Design alu_unit_flat, sky130hd; sources not shown.
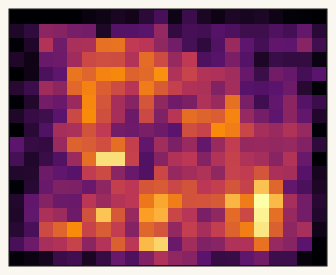
**Above:** signal metal coverage by tile.
The die is cut into 22 by 18 equal tiles; black is low, pale yellow is high, scaled to the fullest tile. Values are wire area over tile area, all layers added.
fullest tile	0.67
tiles over half the peak	28%
densest ninth of the die	bottom middle
mean over tiles	0.25
nearly empty tiles	4.8%
emptiest ninth of the die	top right
mean routed wirelength per cell: 18.8 um
total via count in the routed design: 4736
Detailed Route WL: 15000 um
GRT Util Overall: 0.297

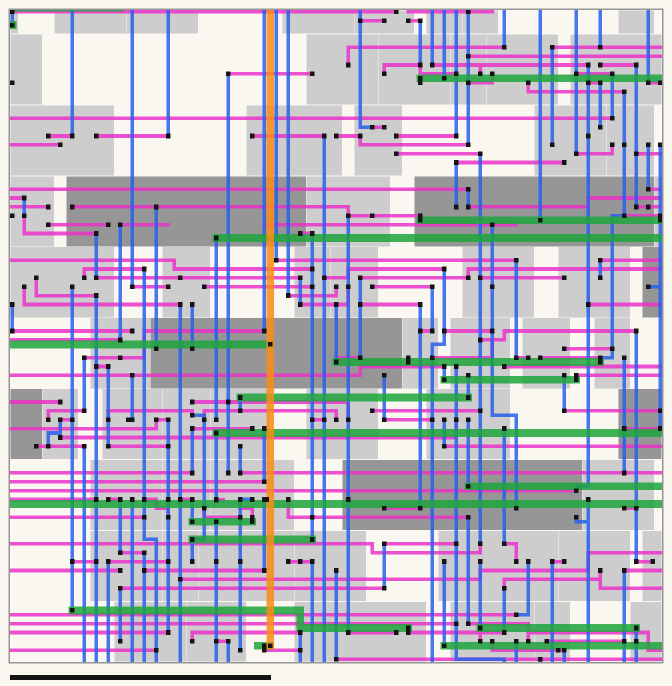
**Above:** close-up of the layout.
Scale bar: 10 um. Region (42, 14) to (67, 39) um. Cells in gray, sequential cells in the stronger gray; small squares are vias.
color	layer
blue	M2
green	M3
magenta	M1
orange	M4
most frequent	buf_4 (10), nand2_1 (6), o21ai_0 (5)
sequential cells in the window	4
cells with their middle in the window	49

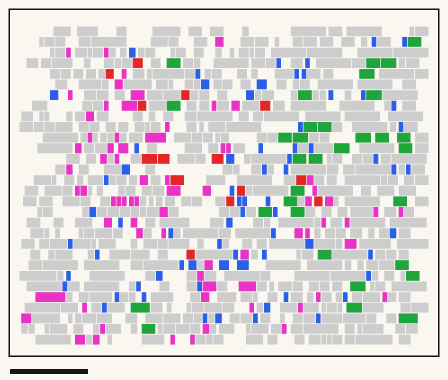
**Above:** logic cells by family.
Scale bar: 20 um.
color	family	cells
red	and/or cells	14
blue	nand cells	69
green	mux cells	32
magenta	nor cells	71
Comb area share: 0.524
commonest non-fill, non-tap cell in the layout: sky130_fd_sc_hd__buf_4
Layout Cells excl Fill: 798

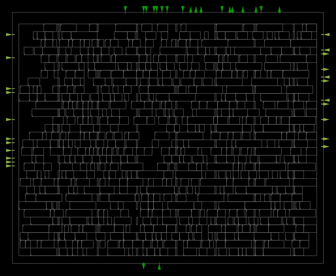
**Above:** cell outlines without signal wires.
core region area: 0.00856 mm2
number of fill cells in the layout: 675
registers: 49

==> impl_metrics.env <==
# yosys + openroad results
export IMPL_run_status="complete, but fails checks"
export IMPL_failed_checks="negative setup slack"
export IMPL_synth_cellmix_xorXnorShare=0.0275
export IMPL_drv_cap=0
export IMPL_port_buffer_count=41
export IMPL_grt_pass1_vias=4314
export IMPL_tritoncts="done"
export IMPL_yosys_chip_area_mm2=0.00445
export IMPL_slew_headroom=0.549
export IMPL_row_count=30
export IMPL_critical_path_buf_inv_count=3
export IMPL_detail_route_wirelength_met1_um=7150
export IMPL_fin_area_mm2=0.00629
export IMPL_cts_max_level=2
export IMPL_floorplan_die_height_um=88.4
export IMPL_grt_start_max_net_pins=32
export IMPL_synth_seq_cells=49
export IMPL_non_clock_inverter_count_in_the_final_layout=45
export IMPL_dpl_instance_area_mm2=0.00573
export IMPL_tns_ns=-0.788
export IMPL_power_sequential_w=0.00165
export IMPL_finalCriticalPeriod_ns=2.68
export IMPL_wl_met3_um=1080
export IMPL_antenna_violating_nets_post_route=0
export IMPL_pwr_density_cell_mw_per_mm2=1270
export IMPL_fin_worst_skew_ns=0.0180
export IMPL_synth_distinct_cells=68
export IMPL_global_route_overflow_total=0
export IMPL_synth_area_leader_cell="sky130_fd_sc_hd__dfrtp_1"
export IMPL_cellLeakagePower_nw=2.85
export IMPL_crit_top_cell="sky130_fd_sc_hd__buf_4"
export IMPL_viasPerCell=5.93
export IMPL_worstMarginPinSlew_ns=0.677
export IMPL_fin_hold_ws_ns=0.417
export IMPL_drive_gt1_frac=0.308
export IMPL_cp_data_required_time_ns=2.73
export IMPL_nonClkBufAreaFrac=0.216
export IMPL_setup_slack_at_placement_ns=-0.672
export IMPL_clk_path_buf_depth=2
export IMPL_critical_path_cell_count=11
export IMPL_min_delay_path_class="primary input to asynchronous set/reset pin"
export IMPL_final_clk_cell_share=0.0149
export IMPL_ys_sh_mux=0.0742
export IMPL_n_antenna_cell=0
export IMPL_tap_cell_count=112
export IMPL_arrival_ns=2.92
export IMPL_initialDrtViolationCount=439
export IMPL_nNetsFinal=758
export IMPL_detailedRoute_firstPassIterationCount=5
export IMPL_area_growth_pct=41.2
export IMPL_crit_slowest_cell="sky130_fd_sc_hd__dfrtp_1"
export IMPL_fmax_mhz=373
export IMPL_timing_reg2reg_setup_slack_ns=-0.18
export IMPL_floorplan_io_pins=42
export IMPL_post_synth_main_area_contributors="sky130_fd_sc_hd__dfrtp_1 (28%), sky130_fd_sc_hd__ha_1 (12%), sky130_fd_sc_hd__mux2i_1 (5.4%)"
export IMPL_slew_viol_final=0
export IMPL_placed_cells_incl_taps=777
export IMPL_sequential_area_mm2=0.00123
export IMPL_top_power_group="combinational cells"
export IMPL_syn_mean_instance_area_um2=8.23
export IMPL_pwr_share_comb=0.730
export IMPL_worstPathCellList="buf_4 -> ha_1 -> nor2b_2 -> o2111ai_2 -> a21oi_2 -> nor3_2 -> buf_4 -> buf_4 -> nor2b_1 -> a211o_1 -> a21oi_1"
export IMPL_yosys_warning_count=0
export IMPL_fp_nets=614
export IMPL_worst_path_dominant_cell_family="AND-OR/OR-AND gates"
export IMPL_critical_path_max_stage_delay_ns=0.42
export IMPL_path_clk_slew_ns=0.10
export IMPL_ys_seq_share=0.275
export IMPL_dr_max_layer_used="met4"
export IMPL_pwr_share_seq=0.207
export IMPL_power_clock_total_w=0.000504
export IMPL_chipArea_mm2=0.00968
export IMPL_top_area_cell_class="logic gates"
export IMPL_number_of_multi_input_logic_gates=417
export IMPL_nonClockBufferCount=167
export IMPL_rsz0062_at_grt="yes"
export IMPL_synth_compound_area_share=0.251
export IMPL_cts_root_buffer="sky130_fd_sc_hd__clkbuf_8"
export IMPL_finalWorstSetupSlack_ns=-0.181
export IMPL_intPower_w=0.00422
export IMPL_simple_gate_share=0.167
export IMPL_seq_share=0.196
export IMPL_stage_log_warnings=45
export IMPL_detail_route_drc_violations=0
export IMPL_power_total_w=0.00797
export IMPL_timing_hold_violations_final=0
export IMPL_p_clk_frac=0.063
export IMPL_synth_cellmix_adderShare=0.139
export IMPL_ys_async_sr_fraction=1.00
export IMPL_endpoint_kind="register"
export IMPL_setup_worst_path_class="register to register"
export IMPL_grt_antenna_before_repair=0
export IMPL_worst_r2r_cell_count=11
export IMPL_max_reg_flops=9
export IMPL_multi_input_comb_area_mm2=0.00330
export IMPL_synth_top_cell_area_share=0.275
export IMPL_gpl_final_weighted_congestion=0.910
export IMPL_netSwitchingPower_w=0.00375
export IMPL_die_width_um=110
export IMPL_topCombFamilyByArea="AND-OR/OR-AND gates"
export IMPL_instance_tally_after_logic_synthesis=541
export IMPL_power_ir_vdd_worst_v=0.00131
export IMPL_holdBufCountCts=0
export IMPL_wl_met2_um=6540
export IMPL_combinational_logic_power_w=0.00581
export IMPL_post_synth_instance_area_mm2=0.00445
export IMPL_finalSetupViolCount=9
export IMPL_clock_buffer_count=5
export IMPL_worst_setup_path_start_kind="register"
export IMPL_fp_utilization=0.520
export IMPL_ys_cells=541
export IMPL_edf_count=0
export IMPL_top_reg_cell_synth="sky130_fd_sc_hd__dfrtp_1"
export IMPL_wire_length_of_the_first_global_routing_pass_um=22100
export IMPL_power_switching_share=0.470
export IMPL_worstSkewPairLatency_ns=0.32
export IMPL_cts_made_buffers=5
export IMPL_clock_sinks=49
export IMPL_worstPathMaxFanout=5
export IMPL_dp_final_hpwl_um=11000
export IMPL_post_route_period_util=1.07
export IMPL_layout_core_utilization=0.735
-- cell usage after synthesis, drive strengths merged (8+ instances only) --
library cell and number:
mux2i 24, inv 44, a21oi 43, nor2 37, xnor2 10, o21ai 39
nor2b 8, o21bai 8, clkbuf 20, dfrtp 49, mux2 8, nand2 52
nor3 14, ha 43, buf 10
-- worst register-to-register path, cell delays in order (launching register included) --
cell and delay, ns:
sky130_fd_sc_hd__dfrtp_1 0.42, sky130_fd_sc_hd__buf_4 0.17, sky130_fd_sc_hd__ha_1 0.31, sky130_fd_sc_hd__nor2b_2 0.18, sky130_fd_sc_hd__o2111ai_2 0.30, sky130_fd_sc_hd__a21oi_2 0.13
sky130_fd_sc_hd__nor3_2 0.24, sky130_fd_sc_hd__buf_4 0.20, sky130_fd_sc_hd__buf_4 0.13, sky130_fd_sc_hd__nor2b_1 0.04, sky130_fd_sc_hd__a211o_1 0.28, sky130_fd_sc_hd__a21oi_1 0.19
-- per-layer routing --
metal	up-vias	track usage
li1	2237	-
met1	2267	0.456
met5	-	0
met4	0	0.0541
met2	209	0.442
met3	23	0.0508
-- cells in the final DEF (no fill, tap or decap), drive strengths merged, types with 6 or more instances in the layout --
cell / instances
a211oi: 6
a21boi: 7
a21oi: 43
a31oi: 6
buf: 128
clkbuf: 6
clkdlybuf4s50: 34
dfrtp: 49
ha: 43
inv: 45
mux2: 8
mux2i: 24
nand2: 52
nand2b: 6
nand3: 7
nor2: 37
nor2b: 8
nor3: 14
nor4: 7
o21ai: 39
o21bai: 8
xnor2: 10
-- timing repair --
action	in CTS	in global routing
setup endpoints to repair	12	13
resized	46	56
pin swaps	16	28
gates cloned	0	1
setup buffers	4	10
